==> config.mk <==
export PLATFORM = sky130hd
export DESIGN_NAME = imem_loader_flat
export DESIGN_NICKNAME = d
export VERILOG_FILES = /design/src/rtl/imem_loader_pkg.sv /design/src/rtl/imem_loader_if.sv /design/src/rtl/imem_loader_byte_packer.sv /design/src/rtl/imem_loader.sv /design/src/flat_wrapper.sv
export SDC_FILE = /design/constraint.sdc
export NUM_CORES = 1
export LEC_CHECK = 0
export ABC_AREA = 1
export CAP_MARGIN = 40
export CELL_PAD_IN_SITES_DETAIL_PLACEMENT = 1
export CELL_PAD_IN_SITES_GLOBAL_PLACEMENT = 1
export CORE_MARGIN = 2
export CORE_UTILIZATION = 38
export CTS_CLUSTER_DIAMETER = 120
export CTS_CLUSTER_SIZE = 14
export DETAILED_ROUTE_END_ITERATION = 10
export PLACE_DENSITY_LB_ADDON = 0.1
export RECOVER_POWER = 25
export SLEW_MARGIN = 0
export SYNTH_ARGS = -nofsm -noshare
export SYNTH_HDL_FRONTEND = slang
export SYNTH_SLANG_ARGS = --single-unit
==> constraint.sdc <==
create_clock -name clk -period 4.2 [get_ports clk]
set_clock_uncertainty 0.1 [all_clocks]
set_input_delay 0.63 -clock clk [delete_from_list [all_inputs] [get_ports clk]]
set_output_delay 0.63 -clock clk [all_outputs]
set_load 0.005 [all_outputs]
==> src/rtl/imem_loader_pkg.sv <==
// imem_loader_pkg: shared types and constants for the boot-time instruction
// memory loader.
//   LoaderState  - loader FSM states (LEN, DATA, SUM, DONE, ERR)
//   IMEM_DEPTH   - instruction memory depth in 32-bit words
//   IMEM_ADDR_W  - word address width, $clog2(IMEM_DEPTH)
package imem_loader_pkg;

  localparam int IMEM_DEPTH  = 32768;
  localparam int IMEM_ADDR_W = 15;

  typedef enum logic [2:0] {
    LEN,
    DATA,
    SUM,
    DONE,
    ERR
  } LoaderState;

endpackage

==> src/rtl/imem_loader_if.sv <==
// imem_loader_if: byte stream input, instruction memory write port and
// loader status, bundled together.
//   rxValid/rxData           - byte strobe and byte from the UART receiver
//   memWe/memAddr/memWdata   - instruction memory write port
//   coreRst/busy/done/error  - core reset and loader status
// Modports:
//   master - the stream source / system side (drives rxValid, rxData)
//   slave  - the loader (consumes the stream, drives memory and status)
interface imem_loader_if
  import imem_loader_pkg::*;
#(
  parameter int ADDR_W = IMEM_ADDR_W
);

  logic              rxValid;
  logic [7:0]        rxData;
  logic              memWe;
  logic [ADDR_W-1:0] memAddr;
  logic [31:0]       memWdata;
  logic              coreRst;
  logic              busy;
  logic              done;
  logic              error;

  modport master (
    output rxValid, rxData,
    input  memWe, memAddr, memWdata, coreRst, busy, done, error
  );

  modport slave (
    input  rxValid, rxData,
    output memWe, memAddr, memWdata, coreRst, busy, done, error
  );

endinterface

==> src/rtl/imem_loader_byte_packer.sv <==
// byte_packer: collects bytes into a little-endian 32-bit word.
//   clk, rst    - clock, asynchronous active-high reset
//   clr         - restart at byte 0 (used on every loader state change)
//   in_valid    - in_byte is accepted this cycle
//   in_byte     - incoming byte
//   word_valid  - this cycle's byte completes a word (one cycle)
//   word        - completed word; byte k sits in bits [8k+7:8k]
// The word is presented combinationally together with its 4th byte so the
// consumer can register it on the very edge that captures that byte.
module byte_packer (
  input  logic        clk,
  input  logic        rst,
  input  logic        clr,
  input  logic        in_valid,
  input  logic [7:0]  in_byte,
  output logic        word_valid,
  output logic [31:0] word
);

  // Only the first three bytes need storage; the fourth is the live input.
  logic [23:0] shift_reg;
  logic [1:0]  cnt_reg;

  always_ff @(posedge clk or posedge rst) begin
    if (rst) begin
      shift_reg <= '0;
      cnt_reg   <= '0;
    end else if (clr) begin
      shift_reg <= '0;
      cnt_reg   <= '0;
    end else if (in_valid) begin
      shift_reg <= {in_byte, shift_reg[23:8]};
      cnt_reg   <= cnt_reg + 2'd1;
    end
  end

  assign word_valid = in_valid && (cnt_reg == 2'd3);
  assign word       = {in_byte, shift_reg};

endmodule

==> src/rtl/imem_loader.sv <==
// imem_loader: boot-time loader for the instruction memory. Receives
// <N:4 bytes LE> <N words LE> <checksum byte> and writes the words to
// addresses 0..N-1, holding the core in reset until the image checks out.
//   clk, rst - clock, asynchronous active-high reset
//   bus      - imem_loader_if slave: rxValid/rxData in; memWe/memAddr/
//              memWdata, coreRst, busy, done, error out
// Parameters: DEPTH (memory depth in words), ADDR_W = $clog2(DEPTH).
module imem_loader
  import imem_loader_pkg::*;
#(
  parameter int DEPTH  = IMEM_DEPTH,
  parameter int ADDR_W = IMEM_ADDR_W
) (
  input  logic          clk,
  input  logic          rst,
  imem_loader_if.slave  bus
);

  localparam logic [31:0] DEPTH_W = 32'(DEPTH);

  LoaderState        state_reg, state_next;
  logic [31:0]       n_reg, n_next;
  logic [7:0]        sum_reg, sum_next;
  // One bit wider than the address so a full-depth image can terminate.
  logic [ADDR_W:0]   word_idx_reg, word_idx_next;
  logic              mem_we_reg, mem_we_next;
  logic [ADDR_W-1:0] mem_addr_reg, mem_addr_next;
  logic [31:0]       mem_wdata_reg, mem_wdata_next;

  logic              pk_valid;
  logic              pk_clr;
  logic              word_valid;
  logic [31:0]       word;

  // The packer only sees bytes of the length and data phases.
  assign pk_valid = bus.rxValid && ((state_reg == LEN) || (state_reg == DATA));

  byte_packer u_packer (
    .clk        (clk),
    .rst        (rst),
    .clr        (pk_clr),
    .in_valid   (pk_valid),
    .in_byte    (bus.rxData),
    .word_valid (word_valid),
    .word       (word)
  );

  always_ff @(posedge clk or posedge rst) begin
    if (rst) begin
      state_reg     <= LEN;
      n_reg         <= '0;
      sum_reg       <= '0;
      word_idx_reg  <= '0;
      mem_we_reg    <= 1'b0;
      mem_addr_reg  <= '0;
      mem_wdata_reg <= '0;
    end else begin
      state_reg     <= state_next;
      n_reg         <= n_next;
      sum_reg       <= sum_next;
      word_idx_reg  <= word_idx_next;
      mem_we_reg    <= mem_we_next;
      mem_addr_reg  <= mem_addr_next;
      mem_wdata_reg <= mem_wdata_next;
    end
  end

  always_comb begin
    state_next     = state_reg;
    n_next         = n_reg;
    sum_next       = sum_reg;
    word_idx_next  = word_idx_reg;
    mem_we_next    = 1'b0;
    mem_addr_next  = mem_addr_reg;
    mem_wdata_next = mem_wdata_reg;

    case (state_reg)
      LEN: begin
        if (word_valid) begin
          n_next = word;
          if (word > DEPTH_W)     state_next = ERR;
          else if (word == 32'd0) state_next = SUM;
          else                    state_next = DATA;
        end
      end
      DATA: begin
        if (bus.rxValid) sum_next = sum_reg + bus.rxData;
        if (word_valid) begin
          mem_we_next    = 1'b1;
          mem_addr_next  = word_idx_reg[ADDR_W-1:0];
          mem_wdata_next = word;
          word_idx_next  = word_idx_reg + 1'b1;
          if ((32'(word_idx_reg) + 32'd1) == n_reg) state_next = SUM;
        end
      end
      SUM: begin
        if (bus.rxValid) state_next = (bus.rxData == sum_reg) ? DONE : ERR;
      end
      default: ;
    endcase

    // Every phase change starts the packer on a fresh word boundary.
    pk_clr = (state_next != state_reg);
  end

  assign bus.memWe    = mem_we_reg;
  assign bus.memAddr  = mem_addr_reg;
  assign bus.memWdata = mem_wdata_reg;
  assign bus.busy     = (state_reg == LEN) || (state_reg == DATA) || (state_reg == SUM);
  assign bus.done     = (state_reg == DONE);
  assign bus.error    = (state_reg == ERR);
  assign bus.coreRst  = (state_reg != DONE);

endmodule

==> src/flat_wrapper.sv <==
// flat-port wrapper written by rule: the top's interface ports become plain ports
module imem_loader_flat import imem_loader_pkg::*;
#(
  parameter int DEPTH  = IMEM_DEPTH,
  parameter int ADDR_W = IMEM_ADDR_W
)
  (clk, rst, bus_rxValid, bus_rxData, bus_memWe, bus_memAddr, bus_memWdata, bus_coreRst, bus_busy, bus_done, bus_error);
  imem_loader_if #(.ADDR_W(ADDR_W)) bus_i ();
  input  logic clk;
  input  logic rst;
  input wire logic [$bits(bus_i.rxValid)-1:0] bus_rxValid;
  input wire logic [$bits(bus_i.rxData)-1:0] bus_rxData;
  output wire logic [$bits(bus_i.memWe)-1:0] bus_memWe;
  output wire logic [$bits(bus_i.memAddr)-1:0] bus_memAddr;
  output wire logic [$bits(bus_i.memWdata)-1:0] bus_memWdata;
  output wire logic [$bits(bus_i.coreRst)-1:0] bus_coreRst;
  output wire logic [$bits(bus_i.busy)-1:0] bus_busy;
  output wire logic [$bits(bus_i.done)-1:0] bus_done;
  output wire logic [$bits(bus_i.error)-1:0] bus_error;
  assign bus_i.rxValid = bus_rxValid;
  assign bus_i.rxData = bus_rxData;
  assign bus_memWe = bus_i.memWe;
  assign bus_memAddr = bus_i.memAddr;
  assign bus_memWdata = bus_i.memWdata;
  assign bus_coreRst = bus_i.coreRst;
  assign bus_busy = bus_i.busy;
  assign bus_done = bus_i.done;
  assign bus_error = bus_i.error;
  imem_loader #(.DEPTH(DEPTH), .ADDR_W(ADDR_W)) u_core (.clk(clk), .rst(rst), .bus(bus_i));
endmodule
==> impl_metrics.yaml <==
# flow metrics
floorplanning:
  num_io_pins: 63
  coreArea_um2: 16600
  die_y_um: 134
  dieArea_um2: 18000
  taps: 220
  rows: 47
yosys:
  largest_area_cell: "dfrtp_1"
  ys_sh_aoi_pct: 11.1
  ys.flops: 133
  top_area_share_pct: 51.6
  fa_ha_area_share_pct: 2.06
  muxShareOfSynthArea_pct: 0.155
  ys_top_logic_family: "simple AND/OR/NAND/NOR gates"
  ys_sh_simple_pct: 26.9
  synth_area_um2: 6450
  common_cells: "nand2_1, dfrtp_1, o21ai_0"
  fp_nets: 837
  ff_type: "dfrtp_1"
  async_reset_ff_share_pct: 100
  synth_warnings: 0
  syn_avg_cell_area_um2: 7.90
  yosys_cells: 816
  xor_area_share_pct: 0.815
  ys_types: 36
  ys_area_um2: 6450
drt:
  ant_nets: 0
  wire_per_inst_um: 16.5
  highest_layer: "met4"
  drt_iter0_drc: 271
  firstDrtPassIters: 4
  viasPerCell: 5.00
  wl_met2_um: 9270
  route.met3.wl_um: 572
  routed_wl_um: 18300
  drc: 0
clocking:
  cts.htree.levels: 4
  clkTransAtPathRegs_ns: 0.06
  cts_tree: "built"
  cts_buffer_depth: 2
  cts_buffers: 17
  post_cts_buffers: 0
  cts-root-buf: "clkbuf_16"
  clock_sinks: 133
critical_path:
  r2r-start: "u_core.word_idx_reg[0]"
  crit_chain: "dlygate4sd3_1 -> clkinvlp_2 -> clkbuf_2"
  r2r-end: "u_core.u_packer.shift_reg[21]"
  slowest_delay_ns: 1.32
  critical_path.slowest_cell: "clkbuf_2"
  path_delay_family: "buffers and inverters"
  worst_ep_required_time_ns: 4.34
  critPathLaunchType: "primary input"
  arrival_ns: 3.24
  path_max_fanout: 63
  end_kind: "async pin"
  r2r_cells: 14
  critPathBufInv: 3
  path_class: "in -> async"
layout:
  largest_cell_class: "registers"
  clock_cell_area_share_pct: 7.08
  final_cells: 1110
  logic_area_um2: 2640
  stdcell_area_um2: 7850
  fillers: 2031
  seq_cells: 133
  layout-drive-gt1-share_pct: 7.30
  lay_top_count: "nand2_1"
  nClkBuffers: 17
  regArea_um2: 3330
  seq_share_pct: 42.4
  nets: 899
  nonClkBufAreaFrac_pct: 8.75
  syn2layout_area_growth_pct: 21.7
power:
  power.share.clock_pct: 50.3
  p_int_uw: 2130
  maxPowerGroup: "clock"
  power_frac_comb_pct: 3.3
  peakVddDrop_v: 0.000309
  powerDensity_nw_per_um2: 358
  switching_share_pct: 24.0
  seq_power_uw: 1300
  finalPower_uw: 2810
  pg_clk_uw: 1410
  power_switching_uw: 675
  leakage_uw: 0.00373
  comb_power_uw: 91.9
  pwr-share-seq_pct: 46.4
placed_design:
  dp_hpwl_um: 13500
  dp.cells: 1079
  gp_congestion: 0.904
  place_area_um2: 7310
  pre_cts_slack_ns: 0.837
final_timing:
  holdWs_ns: 0.379
  fmax_mhz: 322
  rsz0062_at_grt: "false"
  fin_ws_ns: 1.10
  worstMarginPinSlew_ns: 1.63
  setup_tns_ns: 0
  layout_min_cycle_time_ns: 3.10
  finalSetupViolations: 0
  drv_slew: 64
  slew_headroom_pct: -8.51
grt:
  use_met1_pct: 26.3
  antenna_found_initial: 0
  grt_pass1_vias: 6008
  track_usage_pct: 22.0
  grt_max_degree: 64
  grt_overflow: 0
  met3_usage_pct: 4.35
flow_run:
  max_cap_violations: 1
  warnings: 26
min_path:
  hold_class: "reg -> reg"
  holdPathStages: 2
outcome:
  failed_checks: "capacitance limit, slew limit"
  outcome: "finished, violations left"
==> images/power_grid.png <==
Pins as bars on the die edge. Tap cells in gray.
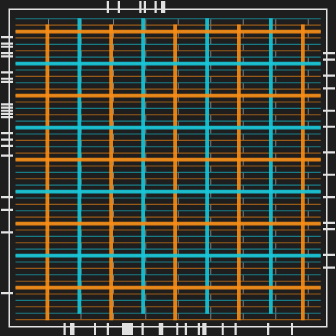
- orange: VSS
- cyan: VDD
- met5 straps: 9
- met4 straps: 9

==> images/placement_by_type.png <==
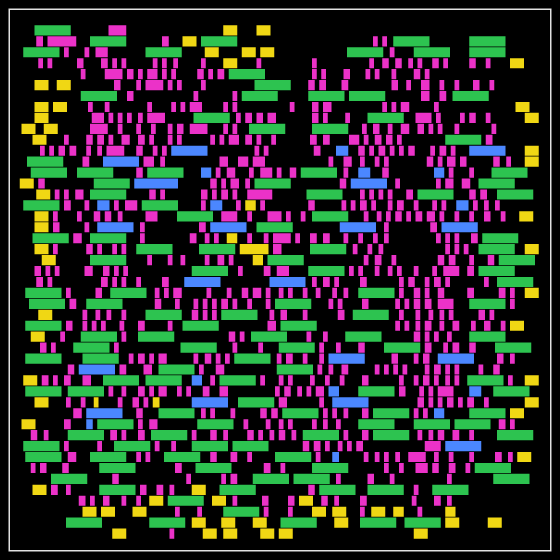
- magenta: combinational and other logic (cells 656; share of their area 40%)
- green: flops (cells 133; share of their area 44%)
- yellow: other buffers and delay cells (cells 70; share of their area 9.1%)
- blue: clock drivers and dummy loads (cells 31; share of their area 7.3%)

==> images/clk_routes.png <==
Bar = 50 um.
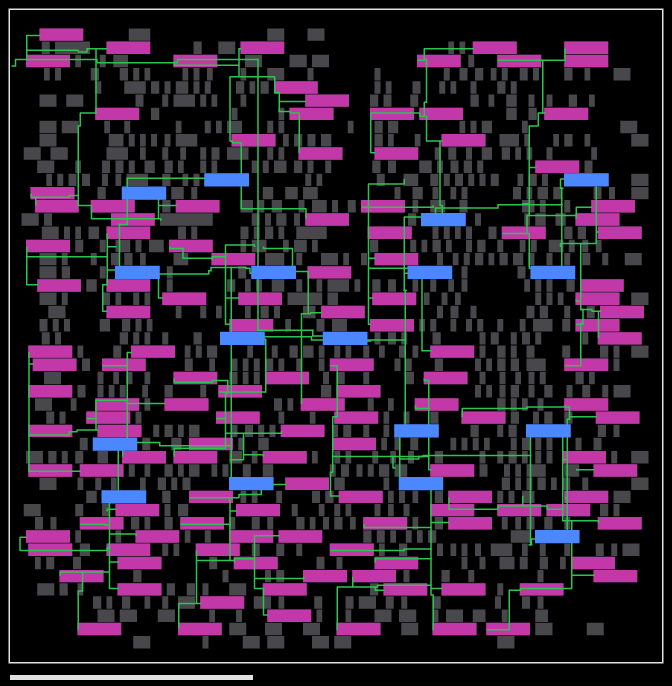
- magenta: flip-flops (count 133)
- green: clock wires (length 1910 um)
- blue: clock drivers (count 17)
- flops lie: widely spread
- routed clock nets: 18

Power is estimated from default activity; no workload was simulated.
